**src/rtl/alu_cmd_seq_pkg.sv**
```systemverilog
// Shared definitions for alu_cmd_seq: ALU op codes, command funct codes, FSM states.
// Optional feature macro: ALU_SEQ_ILLEGAL_EN (illegal-funct error reporting).
package alu_cmd_seq_pkg;

  localparam logic [2:0] ALUOP_OR   = 3'd0;
  localparam logic [2:0] ALUOP_AND  = 3'd1;
  localparam logic [2:0] ALUOP_XOR  = 3'd2;
  localparam logic [2:0] ALUOP_ADD  = 3'd3;
  localparam logic [2:0] ALUOP_NOR  = 3'd4;
  localparam logic [2:0] ALUOP_NAND = 3'd5;
  localparam logic [2:0] ALUOP_SLT  = 3'd6;
  localparam logic [2:0] ALUOP_SUB  = 3'd7;

  // Codes 8-15 have funct[3] set and are illegal when checking is enabled.
  localparam logic [3:0] FUNCT_OR   = 4'd0;
  localparam logic [3:0] FUNCT_AND  = 4'd1;
  localparam logic [3:0] FUNCT_XOR  = 4'd2;
  localparam logic [3:0] FUNCT_ADD  = 4'd3;
  localparam logic [3:0] FUNCT_NOR  = 4'd4;
  localparam logic [3:0] FUNCT_NAND = 4'd5;
  localparam logic [3:0] FUNCT_SLT  = 4'd6;
  localparam logic [3:0] FUNCT_SUB  = 4'd7;

  typedef enum logic [1:0] {
    ST_IDLE = 2'd0,
    ST_READ = 2'd1,
    ST_EXEC = 2'd2,
    ST_WB   = 2'd3
  } state_e;

endpackage

```
**src/rtl/alu_cmd_seq_alu_op_decode.sv**
```systemverilog
// Combinational funct -> ALU op decoder with illegal-code flag.
// Illegal detection on funct[3] exists only when ALU_SEQ_ILLEGAL_EN is defined.
module alu_op_decode
  import alu_cmd_seq_pkg::*;
(
  input  logic [3:0] funct,
  output logic [2:0] aluop,
  output logic       illegal
);

  // Map the low three funct bits onto the ALU operation select.
  always_comb begin
    aluop = ALUOP_OR;
    case (funct[2:0])
      FUNCT_OR[2:0]:   aluop = ALUOP_OR;
      FUNCT_AND[2:0]:  aluop = ALUOP_AND;
      FUNCT_XOR[2:0]:  aluop = ALUOP_XOR;
      FUNCT_ADD[2:0]:  aluop = ALUOP_ADD;
      FUNCT_NOR[2:0]:  aluop = ALUOP_NOR;
      FUNCT_NAND[2:0]: aluop = ALUOP_NAND;
      FUNCT_SLT[2:0]:  aluop = ALUOP_SLT;
      FUNCT_SUB[2:0]:  aluop = ALUOP_SUB;
      default:         aluop = ALUOP_OR;
    endcase
  end

`ifdef ALU_SEQ_ILLEGAL_EN
  assign illegal = funct[3];
`else
  logic unused_funct_msb_s;
  assign unused_funct_msb_s = funct[3];
  assign illegal = 1'b0;
`endif

endmodule

```
**src/rtl/alu_cmd_seq.sv**
```systemverilog
// Command sequencer: IDLE -> READ -> EXEC -> WB around an external combinational ALU,
// with a local register file. Optional macro ALU_SEQ_ILLEGAL_EN adds the err pulse.
module alu_cmd_seq
  import alu_cmd_seq_pkg::*;
#(
  parameter int REG_AW = 3
) (
  input  logic              clk,
  input  logic              rst,
  input  logic              cmd_valid,
  output logic              cmd_ready,
  input  logic [3:0]        cmd_funct,
  input  logic [REG_AW-1:0] cmd_rs1,
  input  logic [REG_AW-1:0] cmd_rs2,
  input  logic [REG_AW-1:0] cmd_rd,
  input  logic              cmd_use_imm,
  input  logic [31:0]       cmd_imm,
  output logic [31:0]       alu_op1,
  output logic [31:0]       alu_op2,
  output logic [2:0]        alu_aluop,
  input  logic [31:0]       alu_result,
  output logic              wb_valid,
  output logic [REG_AW-1:0] wb_rd,
  output logic [31:0]       wb_data
`ifdef ALU_SEQ_ILLEGAL_EN
  ,
  output logic              err
`endif
);

  localparam int NREG = 2 ** REG_AW;
  localparam logic [REG_AW-1:0] RZERO = {REG_AW{1'b0}};

  state_e            state_q, state_d;
  logic              cmd_ready_q, cmd_ready_d;
  logic [3:0]        funct_q, funct_d;
  logic [REG_AW-1:0] rs1_q, rs1_d, rs2_q, rs2_d, rd_q, rd_d;
  logic              use_imm_q, use_imm_d;
  logic [31:0]       imm_q, imm_d;
  logic [31:0]       alu_op1_q, alu_op1_d, alu_op2_q, alu_op2_d;
  logic [2:0]        alu_aluop_q, alu_aluop_d;
  logic              wb_valid_q, wb_valid_d;
  logic [REG_AW-1:0] wb_rd_q, wb_rd_d;
  logic [31:0]       wb_data_q, wb_data_d;
  logic              err_q, err_d;
  logic [31:0]       rf_q [NREG];
  logic [31:0]       rf_d [NREG];
  logic [2:0]        dec_aluop_s;
  logic              dec_illegal_s;
  logic              accept_s;
  logic [31:0]       rs1_val_s, rs2_val_s;

  alu_op_decode u_dec (
    .funct   (funct_q),
    .aluop   (dec_aluop_s),
    .illegal (dec_illegal_s)
  );

  assign accept_s  = cmd_valid & cmd_ready_q;
  assign rs1_val_s = (rs1_q == RZERO) ? 32'd0 : rf_q[rs1_q];
  assign rs2_val_s = (rs2_q == RZERO) ? 32'd0 : rf_q[rs2_q];

  // Next-state, capture, operand latch and writeback computation.
  always_comb begin
    state_d     = state_q;
    funct_d     = funct_q;
    rs1_d       = rs1_q;
    rs2_d       = rs2_q;
    rd_d        = rd_q;
    use_imm_d   = use_imm_q;
    imm_d       = imm_q;
    alu_op1_d   = alu_op1_q;
    alu_op2_d   = alu_op2_q;
    alu_aluop_d = alu_aluop_q;
    wb_valid_d  = 1'b0;
    wb_rd_d     = wb_rd_q;
    wb_data_d   = wb_data_q;
    err_d       = 1'b0;
    rf_d        = rf_q;
    case (state_q)
      ST_IDLE: begin
        if (accept_s) begin
          funct_d   = cmd_funct;
          rs1_d     = cmd_rs1;
          rs2_d     = cmd_rs2;
          rd_d      = cmd_rd;
          use_imm_d = cmd_use_imm;
          imm_d     = cmd_imm;
          state_d   = ST_READ;
        end else begin
          state_d   = ST_IDLE;
        end
      end
      ST_READ: begin
        alu_op1_d   = rs1_val_s;
        alu_op2_d   = use_imm_q ? imm_q : rs2_val_s;
        alu_aluop_d = dec_aluop_s;
        state_d     = ST_EXEC;
      end
      ST_EXEC: begin
        state_d = ST_WB;
        // The RF write lands on the same edge that raises wb_valid, so a
        // following command's READ already sees the new value.
        if (dec_illegal_s) begin
          err_d = 1'b1;
        end else begin
          wb_valid_d = 1'b1;
          wb_rd_d    = rd_q;
          wb_data_d  = alu_result;
          if (rd_q != RZERO) begin
            rf_d[rd_q] = alu_result;
          end else begin
            rf_d[0] = 32'd0;
          end
        end
      end
      ST_WB:   state_d = ST_IDLE;
      default: state_d = ST_IDLE;
    endcase
    cmd_ready_d = (state_d == ST_IDLE);
  end

  // State and datapath registers with synchronous reset.
  always_ff @(posedge clk) begin
    if (rst) begin
      state_q     <= ST_IDLE;
      cmd_ready_q <= 1'b0;
      funct_q     <= 4'd0;
      rs1_q       <= RZERO;
      rs2_q       <= RZERO;
      rd_q        <= RZERO;
      use_imm_q   <= 1'b0;
      imm_q       <= 32'd0;
      alu_op1_q   <= 32'd0;
      alu_op2_q   <= 32'd0;
      alu_aluop_q <= 3'd0;
      wb_valid_q  <= 1'b0;
      wb_rd_q     <= RZERO;
      wb_data_q   <= 32'd0;
      err_q       <= 1'b0;
      for (int i = 0; i < NREG; i++) begin
        rf_q[i] <= 32'd0;
      end
    end else begin
      state_q     <= state_d;
      cmd_ready_q <= cmd_ready_d;
      funct_q     <= funct_d;
      rs1_q       <= rs1_d;
      rs2_q       <= rs2_d;
      rd_q        <= rd_d;
      use_imm_q   <= use_imm_d;
      imm_q       <= imm_d;
      alu_op1_q   <= alu_op1_d;
      alu_op2_q   <= alu_op2_d;
      alu_aluop_q <= alu_aluop_d;
      wb_valid_q  <= wb_valid_d;
      wb_rd_q     <= wb_rd_d;
      wb_data_q   <= wb_data_d;
      err_q       <= err_d;
      rf_q        <= rf_d;
    end
  end

  assign cmd_ready = cmd_ready_q;
  assign alu_op1   = alu_op1_q;
  assign alu_op2   = alu_op2_q;
  assign alu_aluop = alu_aluop_q;
  assign wb_valid  = wb_valid_q;
  assign wb_rd     = wb_rd_q;
  assign wb_data   = wb_data_q;
`ifdef ALU_SEQ_ILLEGAL_EN
  assign err       = err_q;
`else
  logic unused_err_s;
  assign unused_err_s = err_q;
`endif

endmodule

```
**config.mk**
```make
export PLATFORM = sky130hd
export DESIGN_NAME = alu_cmd_seq
export DESIGN_NICKNAME = d
export VERILOG_FILES = /design/src/rtl/alu_cmd_seq_pkg.sv /design/src/rtl/alu_cmd_seq_alu_op_decode.sv /design/src/rtl/alu_cmd_seq.sv
export SDC_FILE = /design/constraint.sdc
export NUM_CORES = 1
export LEC_CHECK = 0
export CAP_MARGIN = 25
export CORE_MARGIN = 8
export CORE_UTILIZATION = 48
export CTS_CLUSTER_DIAMETER = 200
export DETAILED_ROUTE_END_ITERATION = 8
export MAX_ROUTING_LAYER = met4
export PLACE_DENSITY = 0.69
export SLEW_MARGIN = 5
export SYNTH_ARGS = -nofsm -noshare
export SYNTH_HDL_FRONTEND = slang
export SYNTH_HIERARCHICAL = 1
export SYNTH_SLANG_ARGS = --single-unit
export TNS_END_PERCENT = 50
```
**constraint.sdc**
```tcl
create_clock -name clk -period 2.3 [get_ports clk]
set_input_delay 0.345 -clock clk [delete_from_list [all_inputs] [get_ports clk]]
set_output_delay 0.345 -clock clk [all_outputs]
set_load 0.01 [all_outputs]
```
==> summary.json, run 1 <==
{
  "run_status": {"value": "finished clean"},
  "maxCapViolations": {"value": 0},
  "syn_inst": {"value": 2082},
  "finalWeightedCongestion": {"value": 0.849},
  "finalSetupViolCount": {"value": 0},
  "floorplan.die.width": {"value": 204, "unit": "um"},
  "critical_path_peak_fanout": {"value": 32},
  "cts_repair_resized_insts": {"value": 0},
  "timing.clock.skew": {"value": 0.0155, "unit": "ns"},
  "post_cts_buffers": {"value": 0},
  "rr_worst_depth": {"value": 8},
  "postCtsHoldBufs": {"value": 0},
  "syn_avg_cell_area": {"value": 8.16, "unit": "um^2"},
  "unrepaired_setup_endpoints_after_global_routing": {"value": "no"},
  "syn2layout_area_growth": {"value": 21.4, "unit": "%"},
  "finalNetCount": {"value": 2245},
  "totalNegativeSetupSlack": {"value": 0, "unit": "ns"},
  "warnings": {"value": 31},
  "worstReg2RegStart": {"value": "state_q[0]$_SDFF_PP0_"},
  "hold_path.class": {"value": "in -> reg"},
  "drt-initial-drc-count": {"value": 1591},
  "number_of_cts_inserted_buffers": {"value": 41},
  "htree_num_levels": {"value": 2},
  "cts_tree": {"value": "built"},
  "max-clock-path-buffers": {"value": 3},
  "count_of_yosys_warnings_during_synthesis": {"value": 6},
  "global_route.overflow_total": {"value": 0},
  "antenna_cells_inserted": {"value": 0},
  "first_pass_grt_wire_length": {"value": 87500, "unit": "um"},
  "slew-limit-headroom": {"value": 0.625},
  "worstSetupPathType": {"value": "reg -> reg"},
  "cp.required": {"value": 2.77, "unit": "ns"},
  "antenna_violations_before_repair": {"value": 0},
  "io_buffer_count": {"value": 183},
  "placed_cells": {"value": 2579},
  "detail_route.drc_violations": {"value": 0},
  "clk-insertion-delay-late": {"value": 0.55, "unit": "ns"},
  "grt.total_usage": {"value": 0.271},
  "area_after_detailed_placement": {"value": 0.0193, "unit": "mm^2"},
  "synthesis.area": {"value": 0.0170, "unit": "mm^2"},
  "layout-drive-gt1-share": {"value": 0.101},
  "timing.final.crit_share": {"value": 0.865},
  "clkTransAtPathRegs": {"value": 0.06, "unit": "ns"},
  "clock_sink_count": {"value": 375},
  "grt_max_degree": {"value": 102},
  "r2r_end": {"value": "rf_q[59]$_SDFFE_PP0P_"},
  "worst_slew_pin_slew": {"value": 0.562, "unit": "ns"},
  "post-dp-hpwl": {"value": 34600, "unit": "um"},
  "wirelength": {"value": 57100, "unit": "um"},
  "setup.worst_path.start": {"value": "state_q[0]$_SDFF_PP0_"},
  "mi_logic_area": {"value": 0.00843, "unit": "mm^2"},
  "fp_util": {"value": 0.482},
  "worstSetupEndpointType": {"value": "flip-flop"},
  "crit_end": {"value": "rf_q[59]$_SDFFE_PP0P_"},
  "critPathArrivalTime": {"value": 2.46, "unit": "ns"},
  "die.size.y": {"value": 204, "unit": "um"},
  "finalHoldViolCount": {"value": 0},
  "drt_pre_antenna_iters": {"value": 9},
  "timing_max_transition_violations_final": {"value": 0},
  "ff2ff_setup_slack": {"value": 0.31, "unit": "ns"},
  "vdd_drop_max": {"value": 0.558, "unit": "mV"},
  "via_per_inst": {"value": 5.94},
  "die_area": {"value": 0.0417, "unit": "mm^2"},
  "min_period": {"value": 1.99, "unit": "ns"},
  "maxClockFrequency": {"value": 503, "unit": "MHz"},
  "ctsRootBufferMaster": {"value": "clkbuf_16"},
  "final_antenna_net_count": {"value": 0},
  "core_area": {"value": 0.0352, "unit": "mm^2"},
  "total_leakage_power": {"value": 6.54, "unit": "nW"},
  "dr_total_vias": {"value": 15775},
  "worst_setup_path_start_kind": {"value": "flip-flop"},
  "synth_nets": {"value": 2166},
  "ioPinCount": {"value": 185},
  "wl_per_cell": {"value": 21.5, "unit": "um"},
  "power.density_cell_area": {"value": 721, "unit": "mW/mm^2"},
  "first_global_vias": {"value": 15132},
  "final.fill_count": {"value": 3142}
}
-- run 1: layer usage --
layer	vias up	track usage	routed length (um)
li1	7309	-	-
met1	7441	0.345	23800
met2	857	0.423	25900
met3	168	0.0460	5310
met4	0	0.110	2060
met5	-	-	0
-- run 1: report_power, final --
group,leakage [nW],internal (W),switching [W]
clock network,0.661,0.00386,0.00268
registers,3.03,0.00664,0.000125
logic,2.85,0.000653,0.000896
-- run 1: registers in the layout, indices dropped and copies added (netlist names), 3 cells and up --
name and count:
wb_data 32, imm_q 32, rs1_q 3, rf_q 224, alu_op1 32, funct_q 3
rd_q 3, rs2_q 3, alu_aluop 3, alu_op2 32, wb_rd 3
-- run 1: per-stage QoR --
step / power [W] / setup slack [ns] / hold slack (ns) / utilization
2_1_floorplan: 0.00773 / 0.643 / 0.431 / -
3_3_place_gp: 0.00841 / 0.405 / 0.441 / 0.548
3_5_place_dp: 0.00843 / 0.346 / 0.443 / 0.548
4_1_cts: 0.0150 / 0.313 / 0.181 / 0.585
5_1_grt: 0.0153 / 0.185 / 0.195 / 0.585
6_report: 0.0149 / 0.311 / 0.197 / 0.585
-- run 1: final cells by class --
class / instances / share of cell area
Timing Repair Buffer: 255 / 0.134
Sequential cell: 375 / 0.365
Clock buffer: 62 / 0.0586
Inverter: 4 / 0.000728
Tap cell: 461 / 0.0280
Multi-Input combinational cell: 1484 / 0.409
Clock inverter: 13 / 0.00595
-- run 1: how the worst min path moves through the flow --
stage | start | to | cells past startpoint
after floorplan | imm_q[11]$_SDFFE_PP0P_ | imm_q[11]$_SDFFE_PP0P_ | 2
after global placement | wb_data[29]$_SDFFE_PP0P_ | wb_data[29]$_SDFFE_PP0P_ | 2
after detailed placement | imm_q[31]$_SDFFE_PP0P_ | imm_q[31]$_SDFFE_PP0P_ | 2
after CTS | rst | alu_op2[18]$_SDFFE_PP0N_ | 2
after global routing | rst | rf_q[81]$_SDFFE_PP0P_ | 2
final | rst | alu_op2[18]$_SDFFE_PP0N_ | 2
-- run 1: layout by cell type, fill, tap and decap left out, types with 19 or more instances in the layout --
cell type,count
nand2_1,636
dfxtp_1,372
a21oi_1,341
clkdlybuf4s50_1,182
mux2i_1,131
mux2_2,63
clkbuf_16,43
buf_4,42
nor2_1,37
nor3_1,32
a22o_1,31
o221ai_1,31
a221oi_1,31
buf_12,30
o22ai_1,24
a211oi_1,20
a221o_1,19
-- run 1: critical path: stages (launching register included) --
cell      delay [ns]
dfxtp_1         0.33
inv_1           0.09
ha_1            0.29
nand3b_2        0.18
buf_4           0.21
nor3b_4         0.23
buf_12          0.26
nand2_1         0.11
a21oi_1         0.19
Run 1, cell classes on the final placement:
Fill, decap, tap and diode cells in gray.
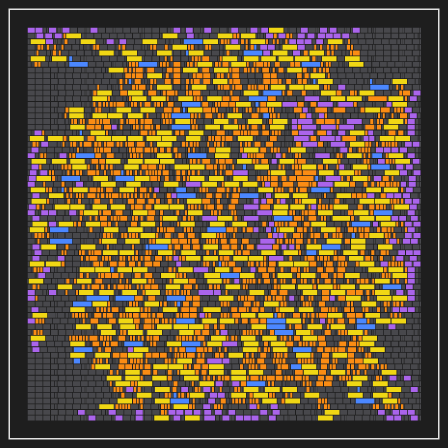
| color | class | cells | share of their area |
|---|---|---|---|
| orange | remaining logic cells | 1488 | 42% |
| blue | clock drivers and dummy loads | 75 | 6.6% |
| purple | remaining buffers and delay cells | 255 | 14% |
| yellow | registers | 375 | 38% |
summed area of non-filler cells in the final layout: 0.0206 mm^2
post-route core utilization: 0.585

Run 1, cell outlines without signal wires:
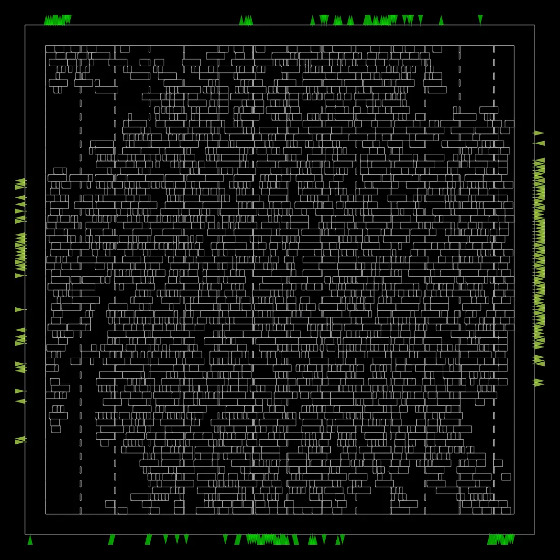
register fraction of the total cell area: 0.365
final cell count without fillers: 2654
row count: 69

Run 1, close-up of the layout:
Scale bar: 20 um. Window x 26 to 76, y 26 to 76 um. Cells in gray, sequential cells in the stronger gray; small squares are vias.
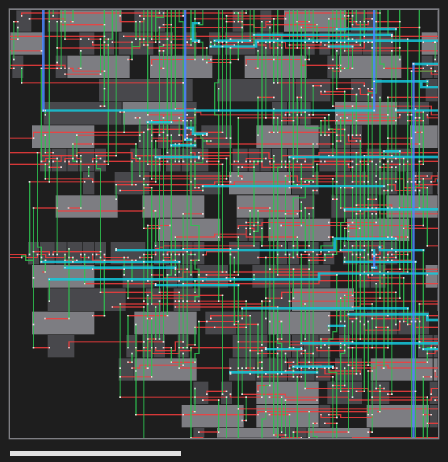
| color | layer |
|---|---|
| blue | M4 |
| cyan | M3 |
| green | M2 |
| red | M1 |
sequential cells in the window: 30
netlist names of flops here include: rf_q (25), alu_op1 (3), alu_op2 (2)
cells with their middle in the window: 163
most frequent: nand2_1 (57), dfxtp_1 (30), a21oi_1 (29)

Run 1, sequential cells colored by netlist name:
Other sequential cells in the stronger gray, the rest of the logic in the fainter gray.
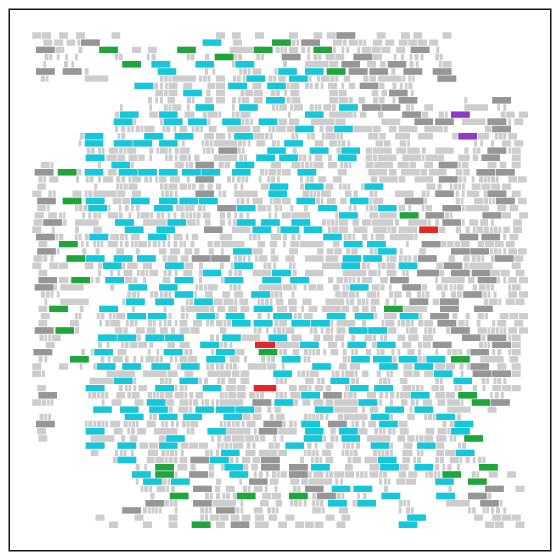
| color | signal | placed flops |
|---|---|---|
| green | alu_op1 | 32 |
| red | rs1_q | 3 |
| cyan | rf_q | 224 |
| purple | state_q | 2 |
flip-flop and latch area: 0.00752 mm^2
flip-flop and latch power: 0.00677 W

Run 1, signal metal coverage by tile:
Scale bar: 50 um. 20 x 20 tiles, from black (low) to pale yellow (high), scaled to the fullest tile. Values are wire area over tile area, all layers added.
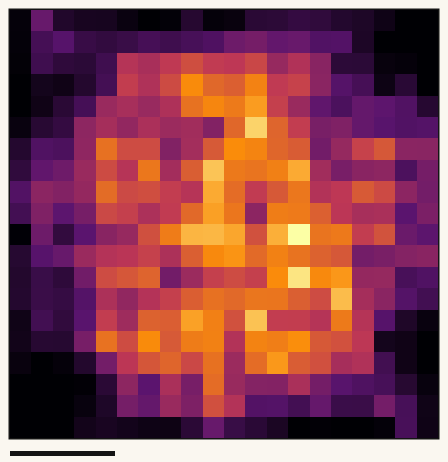

## Run 2: what changed since run 1
--- a/config.mk
+++ b/config.mk
@@ -9,9 +9,11 @@
 export CORE_MARGIN = 8
 export CORE_UTILIZATION = 48
 export CTS_CLUSTER_DIAMETER = 200
+export CTS_CLUSTER_SIZE = 10
 export DETAILED_ROUTE_END_ITERATION = 8
 export MAX_ROUTING_LAYER = met4
 export PLACE_DENSITY = 0.69
+export SKIP_LAST_GASP = 1
 export SLEW_MARGIN = 5
 export SYNTH_ARGS = -nofsm -noshare
 export SYNTH_HDL_FRONTEND = slang
Run 2, signal metal coverage by tile:
Scale bar: 50 um. 20 x 20 tiles, from black (low) to pale yellow (high), scaled to the fullest tile. Values are wire area over tile area, all layers added.
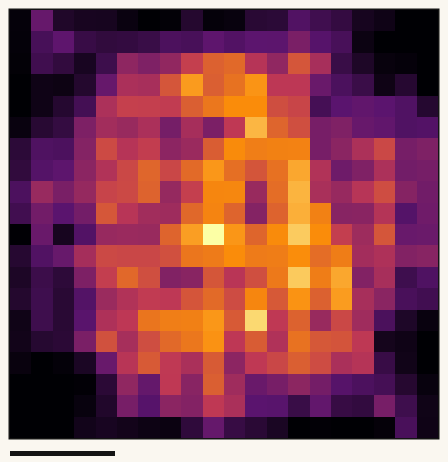
densest ninth of the die: center
mean over tiles: 0.23
nearly empty tiles: 9.0%
fullest tile: 0.64
tiles over half the peak: 32%
gr usage total: 0.270
routed len/inst: 21.7 um
overall via count from detail_route: 15612
overall routed net length: 57100 um

==> run 2 against run 1 <==
Utilization fell by 0.65 points. Hold slack improved by 0.0091 ns. Die area did not move. Total power fell by 4.6%. Maximum frequency rose by 1.2%. Cell count fell by 1.1%. Largest cell class unchanged. Largest power group unchanged.
==> summary.json, run 2 <==
{
  "antenna_cells_inserted": {"value": 0, "change": "unchanged"},
  "finalWeightedCongestion": {"value": 0.849, "change": "unchanged"},
  "layout.cells.most_common_list": {"value": "nand2_1, dfxtp_1, a21oi_1, clkdlybuf4s50_1, mux2i_1", "change": "unchanged"},
  "critical_path_peak_fanout": {"value": 18, "change": "was 32"},
  "hold_path.class": {"value": "in -> reg", "change": "unchanged"},
  "post-dp-hpwl": {"value": 34600, "unit": "um", "change": "unchanged"},
  "ioPinCount": {"value": 185, "change": "unchanged"},
  "ff2ff_setup_slack": {"value": 0.33, "unit": "ns", "change": "was 0.31 ns"},
  "cp_depth": {"value": 5, "change": "was 8"},
  "synthesis.area": {"value": 0.0170, "unit": "mm^2", "change": "unchanged"},
  "worstSetupEndpointType": {"value": "flip-flop", "change": "unchanged"},
  "worst_slew_pin_slew": {"value": 0.562, "unit": "ns", "change": "about the same"},
  "regMostFlops": {"value": "rf_q", "change": "unchanged"},
  "critical_path.cell_chain": {"value": "buf_12, mux2_2, a221oi_1, a221o_1, a211oi_1", "change": "was inv_1, ha_1, nand3b_2, buf_4, nor3b_4, buf_12, nand2_1, a21oi_1"},
  "cp_num_buf_inv": {"value": 1, "change": "was 3"},
  "ff_latch_area": {"value": 0.00752, "unit": "mm^2", "change": "unchanged"},
  "syn2layout_area_growth": {"value": 20.0, "unit": "%", "change": "was 21.4%"},
  "drt-initial-drc-count": {"value": 1454, "change": "was 1591"},
  "ctsRootBufferMaster": {"value": "clkbuf_16", "change": "unchanged"},
  "unrepaired_setup_endpoints_after_global_routing": {"value": "no", "change": "unchanged"},
  "cpMaxStageDelayCell": {"value": "dfxtp_4", "change": "was dfxtp_1"},
  "warnings": {"value": 31, "change": "unchanged"},
  "io_buffer_count": {"value": 183, "change": "unchanged"},
  "via_per_inst": {"value": 5.95, "change": "was 5.94"},
  "core.rowCount": {"value": 69, "change": "unchanged"},
  "timing.clock.skew": {"value": 0.0246, "unit": "ns", "change": "was 0.0155 ns"},
  "rr_worst_depth": {"value": 5, "change": "was 8"},
  "first_pass_grt_wire_length": {"value": 87600, "unit": "um", "change": "was 87500 um"},
  "detail_route.drc_violations": {"value": 0, "change": "unchanged"},
  "r2r_end": {"value": "alu_op2[13]$_SDFFE_PP0N_", "change": "was rf_q[59]$_SDFFE_PP0P_"},
  "count_of_yosys_warnings_during_synthesis": {"value": 6, "change": "unchanged"},
  "die_area": {"value": 0.0417, "unit": "mm^2", "change": "unchanged"},
  "crit_end": {"value": "alu_op2[13]$_SDFFE_PP0N_", "change": "was rf_q[59]$_SDFFE_PP0P_"},
  "max-clock-path-buffers": {"value": 3, "change": "unchanged"},
  "min_period": {"value": 1.97, "unit": "ns", "change": "was 1.99 ns"},
  "postCtsHoldBufs": {"value": 0, "change": "unchanged"},
  "post_cts_buffers": {"value": 0, "change": "unchanged"},
  "floorplan.die.width": {"value": 204, "unit": "um", "change": "unchanged"},
  "synth_nets": {"value": 2166, "change": "unchanged"},
  "post-route-worst-setup-slack": {"value": 0.334, "unit": "ns", "change": "was 0.311 ns"},
  "post-route-cell-area": {"value": 0.0204, "unit": "mm^2", "change": "was 0.0206 mm^2"},
  "timing_max_transition_violations_final": {"value": 0, "change": "unchanged"},
  "cts_tree": {"value": "built", "change": "unchanged"},
  "power.density_cell_area": {"value": 695, "unit": "mW/mm^2", "change": "was 721 mW/mm^2"},
  "setup.worst_path.start": {"value": "rs2_q[0]$_SDFFE_PP0P_", "change": "was state_q[0]$_SDFF_PP0_"},
  "syn_avg_cell_area": {"value": 8.16, "unit": "um^2", "change": "unchanged"},
  "finalNetCount": {"value": 2247, "change": "was 2245"},
  "cpPeakStageDelay": {"value": 0.60, "unit": "ns", "change": "was 0.33 ns"},
  "maxClockFrequency": {"value": 509, "unit": "MHz", "change": "was 503 MHz"},
  "timing.final.crit_share": {"value": 0.855, "change": "was 0.865"},
  "global_route.overflow_total": {"value": 0, "change": "unchanged"},
  "worstReg2RegStart": {"value": "rs2_q[0]$_SDFFE_PP0P_", "change": "was state_q[0]$_SDFF_PP0_"},
  "slew-limit-headroom": {"value": 0.625, "change": "about the same"},
  "number_of_cts_inserted_buffers": {"value": 43, "change": "was 41"},
  "final_antenna_net_count": {"value": 0, "change": "unchanged"},
  "finalHoldViolCount": {"value": 0, "change": "unchanged"},
  "syn_inst": {"value": 2082, "change": "unchanged"},
  "worst_setup_path_start_kind": {"value": "flip-flop", "change": "unchanged"},
  "maxCapViolations": {"value": 0, "change": "unchanged"},
  "htree_num_levels": {"value": 2, "change": "unchanged"},
  "cts_repair_resized_insts": {"value": 0, "change": "unchanged"},
  "finalSetupViolCount": {"value": 0, "change": "unchanged"},
  "core_area": {"value": 0.0352, "unit": "mm^2", "change": "unchanged"},
  "run_status": {"value": "finished clean", "change": "unchanged"},
  "total_leakage_power": {"value": 6.42, "unit": "nW", "change": "was 6.54 nW"},
  "clk-insertion-delay-late": {"value": 0.55, "unit": "ns", "change": "about the same"},
  "first_global_vias": {"value": 15220, "change": "was 15132"},
  "grt_max_degree": {"value": 102, "change": "unchanged"},
  "detailedPlace.worstSlack": {"value": 0.346, "unit": "ns", "change": "unchanged"},
  "die.size.y": {"value": 204, "unit": "um", "change": "unchanged"},
  "path_delay_family": {"value": "AND-OR/OR-AND gates", "change": "was buffers and inverters"},
  "critPathArrivalTime": {"value": 2.38, "unit": "ns", "change": "was 2.46 ns"},
  "final.fill_count": {"value": 3165, "change": "was 3142"},
  "worstSetupPathType": {"value": "reg -> reg", "change": "unchanged"},
  "largest_register_ffs": {"value": 224, "change": "unchanged"},
  "mi_logic_area": {"value": 0.00843, "unit": "mm^2", "change": "unchanged"},
  "antenna_violations_before_repair": {"value": 0, "change": "unchanged"},
  "vdd_drop_max": {"value": 0.630, "unit": "mV", "change": "was 0.558 mV"},
  "clock_sink_count": {"value": 375, "change": "unchanged"},
  "fp_util": {"value": 0.482, "change": "unchanged"},
  "lay_top_count": {"value": "nand2_1", "change": "unchanged"},
  "cp.required": {"value": 2.71, "unit": "ns", "change": "was 2.77 ns"},
  "clkTransAtPathRegs": {"value": 0.06, "unit": "ns", "change": "about the same"},
  "totalNegativeSetupSlack": {"value": 0, "unit": "ns", "change": "unchanged"},
  "area_after_detailed_placement": {"value": 0.0193, "unit": "mm^2", "change": "unchanged"},
  "drt_pre_antenna_iters": {"value": 6, "change": "was 9"},
  "layout-drive-gt1-share": {"value": 0.0942, "change": "was 0.101"}
}
## run 2: power breakdown
group / leakage, nW / total, W / internal [W] / switching (W)
registers: 3.03 / 0.00677 / 0.00665 / 0.000124
logic: 2.85 / 0.00155 / 0.000653 / 0.000892
clock network: 0.537 / 0.00586 / 0.00330 / 0.00256
total: 6.42 / 0.0142 / 0.0106 / 0.00357
## run 2: worst min-delay path by stage
stage                        startpoint  slack, ns                  endpoint  depth (start not counted)
2_1_floorplan    imm_q[11]$_SDFFE_PP0P_       0.43    imm_q[11]$_SDFFE_PP0P_                          2
3_3_place_gp   wb_data[29]$_SDFFE_PP0P_       0.44  wb_data[29]$_SDFFE_PP0P_                          2
3_5_place_dp     imm_q[31]$_SDFFE_PP0P_       0.44    imm_q[31]$_SDFFE_PP0P_                          2
4_1_cts                             rst       0.20  alu_op2[18]$_SDFFE_PP0N_                          2
5_1_grt                             rst       0.21     rf_q[81]$_SDFFE_PP0P_                          2
6_report                            rst       0.21    rf_q[116]$_SDFFE_PP0P_                          2
## run 2: routing by layer
layer | vias to the layer above | GRT usage | wire [um]
li1 | 7269 | - | -
met3 | 157 | 0.0466 | 4950
met5 | - | - | 0
met4 | 0 | 0.108 | 2010
met2 | 804 | 0.425 | 26000
met1 | 7382 | 0.343 | 24200
## run 2: final cells by class
type                            count  area share
Clock inverter                      2    0.000798
Sequential cell                   375       0.369
Inverter                            4    0.000736
Timing Repair Buffer              255       0.135
Multi-Input combinational cell   1484       0.413
Tap cell                          461      0.0283
Clock buffer                       45      0.0531
## run 2: through the flow
step                      utilization  power [W]  cells  hold WS, ns
final                           0.579     0.0142   2626        0.206
after global routing            0.579     0.0146   2626        0.213
after CTS                       0.579     0.0143   2626        0.196
after detailed placement        0.548    0.00843   2579        0.443
after global placement          0.548    0.00841   2579        0.441
after floorplan                     -    0.00773   2082        0.431
Power and IR drop assume default switching activity.
